<file path="src/rtl/rr_arbiter_hold_pkg.sv">
// rtl/rr_arbiter_hold_pkg.sv - shared state encoding and index helper for the round-robin arbiter
package rr_arbiter_hold_pkg;

    typedef enum logic [0:0] {
        IDLE  = 1'b0,
        GRANT = 1'b1
    } state_e;

    localparam logic [0:0] ST_IDLE  = IDLE;
    localparam logic [0:0] ST_GRANT = GRANT;

    // Callers zero-extend their one-hot vector to 64 bits and narrow the result.
    function automatic int onehot_to_idx(input logic [63:0] v);
        int idx;
        idx = 0;
        for (int i = 0; i < 64; i++) begin
            if (v[i]) idx = i;
        end
        return idx;
    endfunction

endpackage

</file>
<file path="src/rtl/rr_arbiter_hold_if.sv">
// rtl/rr_arbiter_hold_if.sv - request/grant bundle between requesters and the arbiter
interface rr_arbiter_hold_if #(
    parameter int N = 4
);
    localparam int IDW = $clog2(N);

    logic [N-1:0]   req;
    logic [N-1:0]   gnt;
    logic           gnt_valid;
    logic [IDW-1:0] gnt_id;
    logic           preempt;

    modport master (
        output req,
        input  gnt, gnt_valid, gnt_id, preempt
    );

    modport slave (
        input  req,
        output gnt, gnt_valid, gnt_id, preempt
    );
endinterface

</file>
<file path="src/rtl/rr_pick.sv">
// rtl/rr_pick.sv - wrap-around priority pick starting at ptr
module rr_pick #(
    parameter  int N   = 4,
    localparam int IDW = $clog2(N)
) (
    input  logic [N-1:0]   req,
    input  logic [IDW-1:0] ptr,
    output logic           found,
    output logic [IDW-1:0] winner
);

    logic [2*N-1:0] mask;
    logic [2*N-1:0] cand;

    // The upper copy of req supplies the wrapped-around channels below ptr.
    always_comb begin
        mask   = {(2*N){1'b1}} << ptr;
        cand   = {req, req} & mask;
        found  = |req;
        winner = '0;
        for (int j = 2*N-1; j >= 0; j--) begin
            if (cand[j]) winner = (j >= N) ? IDW'(j - N) : IDW'(j);
        end
    end

endmodule

</file>
<file path="src/rtl/rr_arbiter_hold.sv">
// rtl/rr_arbiter_hold.sv - N-way round-robin arbiter with grant hold and starvation timeout
module rr_arbiter_hold
    import rr_arbiter_hold_pkg::*;
#(
    parameter  int N        = 4,
    parameter  int MAX_HOLD = 8,
    localparam int IDW      = $clog2(N)
) (
    input  logic           clk,
    input  logic           reset,
    rr_arbiter_hold_if.slave bus
);

    localparam int HCW = (MAX_HOLD > 0) ? $clog2(MAX_HOLD + 1) : 1;
    localparam logic [HCW-1:0] HOLD_MAX = HCW'(MAX_HOLD);
    localparam logic [HCW-1:0] HOLD_ONE = HCW'(1);

    logic [0:0]     state;
    logic [IDW-1:0] ptr;
    logic [HCW-1:0] hold_cnt;
    logic [N-1:0]   gnt_r;
    logic           preempt_r;

    logic [IDW-1:0] owner;
    logic [IDW-1:0] owner_next;
    logic           owner_req;
    logic           release_ev;
    logic           timeout_ev;
    logic [IDW-1:0] pick_ptr;
    logic           found;
    logic [IDW-1:0] winner;
    logic [N-1:0]   winner_oh;

    assign owner      = IDW'(onehot_to_idx(64'(gnt_r)));
    assign owner_next = (owner == IDW'(N - 1)) ? '0 : owner + 1'b1;
    assign owner_req  = bus.req[owner];
    assign release_ev = (state == ST_GRANT) && !owner_req;
    assign timeout_ev = (state == ST_GRANT) && owner_req && (MAX_HOLD > 0) && (hold_cnt == HOLD_MAX);

    // On a hand-off the search already starts after the outgoing owner, so there is no idle bubble.
    assign pick_ptr  = (release_ev || timeout_ev) ? owner_next : ptr;
    assign winner_oh = N'(1) << winner;

    rr_pick #(.N(N)) u_pick (
        .req    (bus.req),
        .ptr    (pick_ptr),
        .found  (found),
        .winner (winner)
    );

    always_ff @(posedge clk or posedge reset) begin
        if (reset) begin
            state     <= ST_IDLE;
            ptr       <= '0;
            hold_cnt  <= '0;
            gnt_r     <= '0;
            preempt_r <= 1'b0;
        end else begin
            preempt_r <= 1'b0;
            if (state == ST_IDLE) begin
                if (found) begin
                    gnt_r    <= winner_oh;
                    hold_cnt <= HOLD_ONE;
                    state    <= ST_GRANT;
                end
            end else if (release_ev || timeout_ev) begin
                ptr       <= owner_next;
                preempt_r <= timeout_ev;
                if (found) begin
                    gnt_r    <= winner_oh;
                    hold_cnt <= HOLD_ONE;
                end else begin
                    gnt_r    <= '0;
                    hold_cnt <= '0;
                    state    <= ST_IDLE;
                end
            end else if ((MAX_HOLD > 0) && (hold_cnt != HOLD_MAX)) begin
                hold_cnt <= hold_cnt + 1'b1;
            end
        end
    end

    assign bus.gnt       = gnt_r;
    assign bus.gnt_valid = |gnt_r;
    assign bus.gnt_id    = owner;
    assign bus.preempt   = preempt_r;

endmodule

</file>
<file path="src/flat_wrapper.sv">
// flat-port wrapper written by rule: the top's interface ports become plain ports
module rr_arbiter_hold_flat import rr_arbiter_hold_pkg::*;
#(
    parameter  int N        = 4,
    parameter  int MAX_HOLD = 8,
    localparam int IDW      = $clog2(N)
)
  (clk, reset, bus_req, bus_gnt, bus_gnt_valid, bus_gnt_id, bus_preempt);
  rr_arbiter_hold_if #(.N(N)) bus_i ();
  input  logic clk;
  input  logic reset;
  input wire logic [$bits(bus_i.req)-1:0] bus_req;
  output wire logic [$bits(bus_i.gnt)-1:0] bus_gnt;
  output wire logic [$bits(bus_i.gnt_valid)-1:0] bus_gnt_valid;
  output wire logic [$bits(bus_i.gnt_id)-1:0] bus_gnt_id;
  output wire logic [$bits(bus_i.preempt)-1:0] bus_preempt;
  assign bus_i.req = bus_req;
  assign bus_gnt = bus_i.gnt;
  assign bus_gnt_valid = bus_i.gnt_valid;
  assign bus_gnt_id = bus_i.gnt_id;
  assign bus_preempt = bus_i.preempt;
  rr_arbiter_hold #(.N(N), .MAX_HOLD(MAX_HOLD)) u_core (.clk(clk), .reset(reset), .bus(bus_i));
endmodule
</file>
<file path="config.mk">
export PLATFORM = sky130hd
export DESIGN_NAME = rr_arbiter_hold_flat
export DESIGN_NICKNAME = d
export VERILOG_FILES = /design/src/rtl/rr_arbiter_hold_pkg.sv /design/src/rtl/rr_arbiter_hold_if.sv /design/src/rtl/rr_pick.sv /design/src/rtl/rr_arbiter_hold.sv /design/src/flat_wrapper.sv
export SDC_FILE = /design/constraint.sdc
export NUM_CORES = 1
export LEC_CHECK = 0
export ABC_AREA = 1
export CAP_MARGIN = 15
export CORE_UTILIZATION = 46
export CTS_BUF_LIST = sky130_fd_sc_hd__clkbuf_8
export DETAILED_ROUTE_END_ITERATION = 12
export GPL_ROUTABILITY_DRIVEN = 0
export HOLD_SLACK_MARGIN = 0.06
export PLACE_DENSITY = 0.78
export SYNTH_ARGS = -nofsm -noshare
export SYNTH_HDL_FRONTEND = slang
export SYNTH_SLANG_ARGS = --single-unit
</file>
<file path="constraint.sdc">
create_clock -name clk -period 3.3 [get_ports clk]
set_input_delay 0.66 -clock clk [delete_from_list [all_inputs] [get_ports clk]]
set_output_delay 0.66 -clock clk [all_outputs]
set_load 0.005 [all_outputs]
</file>
Run 1, routed clock nets over the placement:
Scale: 12 px per um.
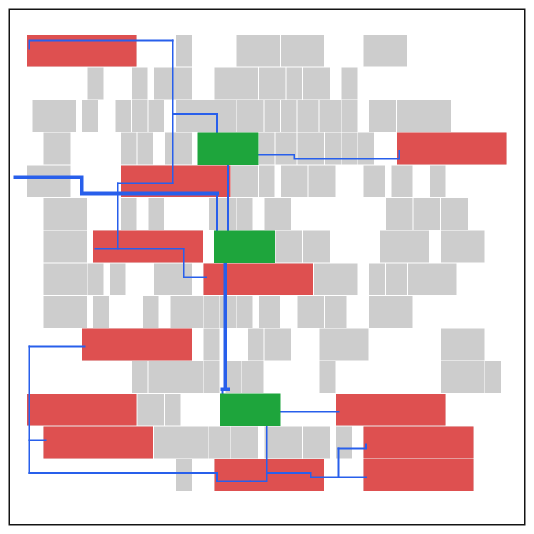
Key: clock-net drivers = green [count 3]; clock wires = blue [length 179 um]; flip-flops = red [count 12]
Position of the flops: spread over the die. There are 4 routed clock nets.

Run 1, routed metal, one color a layer:
Scale: 12 px per um. Two of the layers only.
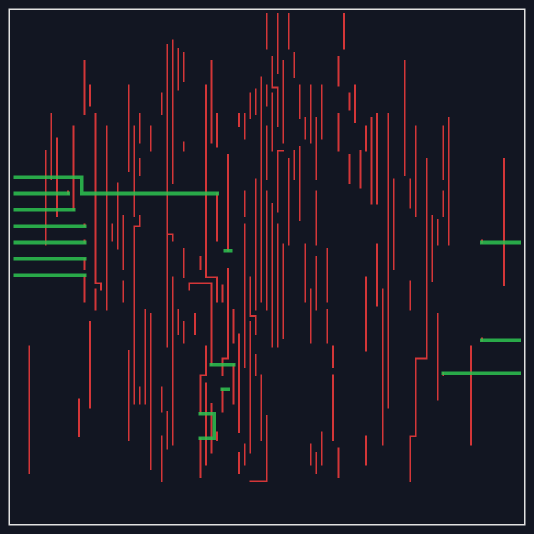
Key: M2 = red [wire length 779 um]; M3 = green [wire length 69.5 um]

Run 1, power grid:
Scale: 12 px per um. Pins as bars on the die edge.
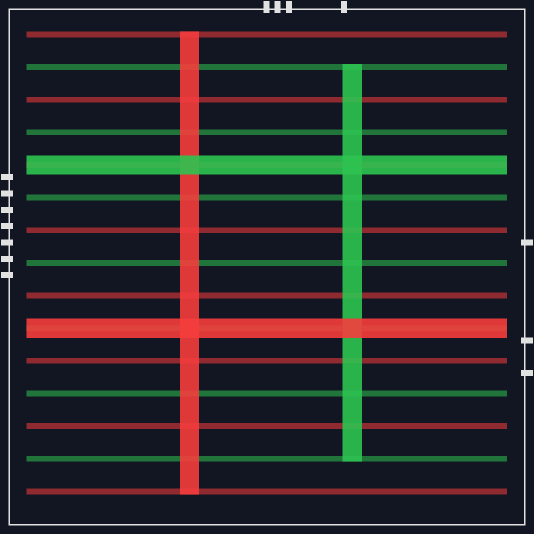
Key: VDD = green; VSS = red
The core has 14 rows. 2 straps on met5. 15 met1 rails follow the rows. 2 straps on met4. 14 signal pins sit on the boundary.

Run 1, local utilization:
Scale: 6 px per um. The die is cut into 9 by 9 equal tiles; white is low, dark blue is high, 0 to 100% covered.
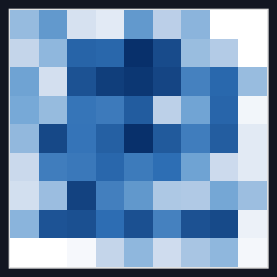
The mean over all tiles is 52%. The fullest tile reaches 100%. The emptiest ninth of the die: north-east. 6.2% of the tiles are nearly empty. 30% of the tiles are over 75% full.

==> run notes, run 1 <==
The full implementation flow was run.

The leakage power of the design stands at 0.498 nW. The register share after synthesis stands at 39.2%. Cells with a size suffix above 1 make up 25.4% of the layout. The count of placed standard cells in the final layout, fillers left out stands at 130. Of the available clock period, the critical path in the final layout requires 69.5%. Per the post-route antenna check, the number of violating nets is 0.

The number of standard cells reported by yosys stands at ~97. Yosys printed 0 warnings. 68 cells are multi-input combinational gates. The launch point of the worst min-delay path is recorded as u_core.bus.gnt[0]. Total power normalized to cell area comes to 964 nW/um^2.

The clock network is responsible for 17.4% of the overall power. The worst setup slack before clock tree synthesis stands at around 820 ps. The count of inverters not on the clock network in the layout stands at 17. The power in the clock group stands at 0.163 mW. Multi-input gates account for 41.4% of the area. The final layout reports a setup TNS of 0 ps. TritonCTS built the clock tree. The yosys-reported design area after synthesis stands at about 770 um^2. The vertical die dimension stands at approximately 43 um. The data required time of the critical path stands at 2640 ps. The number of sequential storage elements stands at 12. The number of filler instances in the final layout stands at between 100 and 150. The run finished with clean final reports.

The standard cell core area stands at 1520 um^2. Counting plain and timing-repair buffers in the layout gives 13. Per the log, the first TritonRoute iteration ended with a DRC count of 19.
[run 1: per-stage QoR]
step                hold WS [ps]  power, mW
finish                       512      0.937
global route                 555       1.01
CTS                          518      0.945
detailed placement           497      0.773
global placement             492      0.754
floorplan                    488      0.617
[run 1: worst max path at each step]
| stage | slack (ps) | from | to |
|---|---|---|---|
| after floorplan | 1550 | bus_req[2] | u_core.bus.gnt[2] |
| after global placement | 880 | bus_req[2] | u_core.bus.gnt[2] |
| after detailed placement | 820 | bus_req[2] | u_core.bus.gnt[2] |
| after CTS | 1000 | u_core.bus.gnt[3] | bus_gnt_valid |
| after global routing | 910 | bus_req[2] | u_core.bus.gnt[2] |
| final | 1010 | u_core.bus.gnt[3] | bus_gnt_valid |
[run 1: layout by cell type (no fill, tap or decap)]
cell and count:
sky130_fd_sc_hd__a31oi_1 1, sky130_fd_sc_hd__a21oi_1 1, sky130_fd_sc_hd__nand3_1 6, sky130_fd_sc_hd__o22ai_1 3
sky130_fd_sc_hd__nor4_1 1, sky130_fd_sc_hd__clkbuf_8 4, sky130_fd_sc_hd__nor2_1 3, sky130_fd_sc_hd__or3_1 1
sky130_fd_sc_hd__inv_1 14, sky130_fd_sc_hd__dfrtp_1 12, sky130_fd_sc_hd__o211ai_1 1, sky130_fd_sc_hd__o21ai_0 1
sky130_fd_sc_hd__a21oi_2 1, sky130_fd_sc_hd__xnor2_1 1, sky130_fd_sc_hd__nand2_2 11, sky130_fd_sc_hd__nand3_2 2
sky130_fd_sc_hd__nand2_4 3, sky130_fd_sc_hd__nand2_1 21, sky130_fd_sc_hd__nor2_2 5, sky130_fd_sc_hd__ha_1 3
sky130_fd_sc_hd__xor2_1 1, sky130_fd_sc_hd__inv_2 3, sky130_fd_sc_hd__o21ai_1 2, sky130_fd_sc_hd__clkdlybuf4s50_1 13
==> run 2, diff against run 1 <==
Clock period 3.3 ns to 2.31 ns, I/O delays scaled along.
Run 2, power grid:
Scale: 12 px per um. Pins as bars on the die edge.
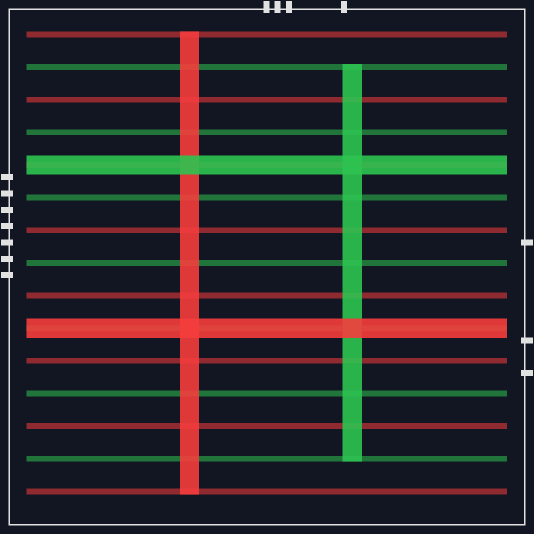
Key: VSS = red; VDD = green
2 straps on met5. 14 signal pins sit on the boundary. 2 straps on met4.

Run 2, routed clock nets over the placement:
Scale: 12 px per um.
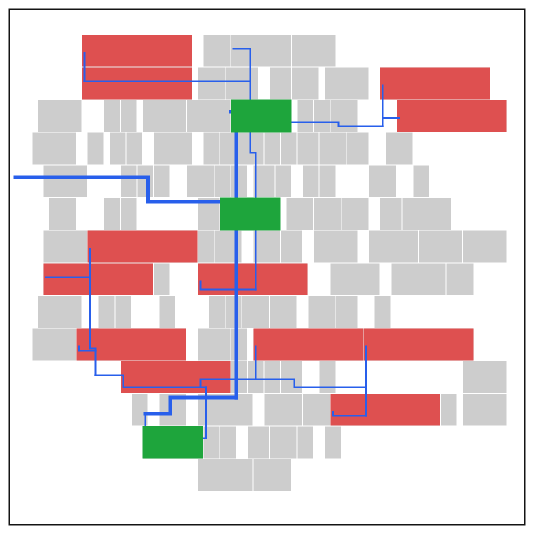
Key: clock wires = blue [length 181 um]; clock-net drivers = green [count 3]; flip-flops = red [count 12]
There are 4 routed clock nets.

==> run notes, run 2 <==
The full implementation flow was run.

The sum of negative setup slack came to 0 ps (unchanged). The power density over the cells stands at 1370 nW/um^2 (was 964 nW/um^2). The standard cell core area stands at 1520 um^2 (unchanged). Run status: completed (unchanged). The yosys-reported design area after synthesis was 767 um^2 (unchanged).

The antenna violation net count after detailed routing stands at 0 (unchanged). Most frequently placed logic cells in the final layout: sky130_fd_sc_hd__nand2_1, sky130_fd_sc_hd__inv_1, sky130_fd_sc_hd__clkdlybuf4s50_1, sky130_fd_sc_hd__dfrtp_1, sky130_fd_sc_hd__nand2_2 (unchanged). The timing endpoint of the critical path is bus_gnt_valid (unchanged). The vertical die dimension came to 42.8 um (unchanged). The class of the most critical setup path is reg -> out (unchanged). The worst setup slack before clock tree synthesis stands at 111 ps (was 819 ps).

The leakage power of the design came to 0.503 nW (was 0.498 nW). The origin of the worst setup path was u_core.bus.gnt[3] (unchanged). The data required time of the critical path is 1850 ps (was 2640 ps).

The start point of the worst min-delay path is u_core.bus.gnt[0] (unchanged). The TritonCTS clock tree is yes (unchanged). The fraction of final layout cells with drive strength greater than 1 stands at 26.1% (was 25.4%). The most common cell after layout, fill and taps aside was sky130_fd_sc_hd__nand2_1 (unchanged). The register share after synthesis stands at 39.2% (unchanged). The yosys warning tally is 0 (unchanged). The number of standard cells reported by yosys stands at 97 (unchanged).
[run 2: cell counts after synthesis]
No cell type changed its count.
[run 2: metal layers]
| layer | global-route usage, % | wire, um |
|---|---|---|
| met1 | 24.3 | 703 |
| met2 | 35.5 | 773 |
| met3 | 5.11 | 81 |
| met4 | 8.75 | 36 |
| met5 | 0 | 0 |
[run 2: kinds of logic (layout without fill, tap and decap cells)]
family | count (synthesis) | count (layout) | synth area share (%)
AOI/OAI and AO/OA | 10 | 10 | 7.99
and+or+nand+nor | 53 | 53 | 37.4
DFF | 12 | 12 | 39.2
adders and majority gates | 3 | 3 | 4.89
buffers and inverters | 17 | 35 | 8.32
xor gates and xnor gates | 2 | 2 | 2.28
[run 2: final cells by class]
type | instances | area (um^2)
multi-input combinational | 68 | 403
inverter | 17 | 63.8
sequential | 12 | 300
timing repair buffer | 14 | 138
fill | 125 | 544
tap | 16 | 20.0
clock buffer | 4 | 55.1
[run 2: how the worst min path moves through the flow]
stage | to | cells after the start
global placement | u_core.bus.gnt[0] | 2
finish | u_core.bus.gnt[0] | 2
global route | u_core.bus.gnt[2] | 2
CTS | u_core.bus.gnt[0] | 2
detailed placement | u_core.bus.gnt[2] | 2
floorplan | u_core.bus.gnt[0] | 1
[run 2: through the flow]
stage | total power [mW] | hold WS (ps) | utilization [%] | instances
after floorplan | 0.882 | 327 | - | 97
after global placement | 1.08 | 495 | 60.7 | 127
after detailed placement | 1.10 | 512 | 60.7 | 127
after CTS | 1.35 | 529 | 64.3 | 131
after global routing | 1.45 | 556 | 64.3 | 131
final | 1.34 | 523 | 64.3 | 131
[run 2: power breakdown]
group	switching [mW]	total, mW	internal (mW)
logic	0.432	0.756	0.325
registers	0.0616	0.346	0.285
clock network	0.0841	0.235	0.151
Power and IR drop assume default switching activity.
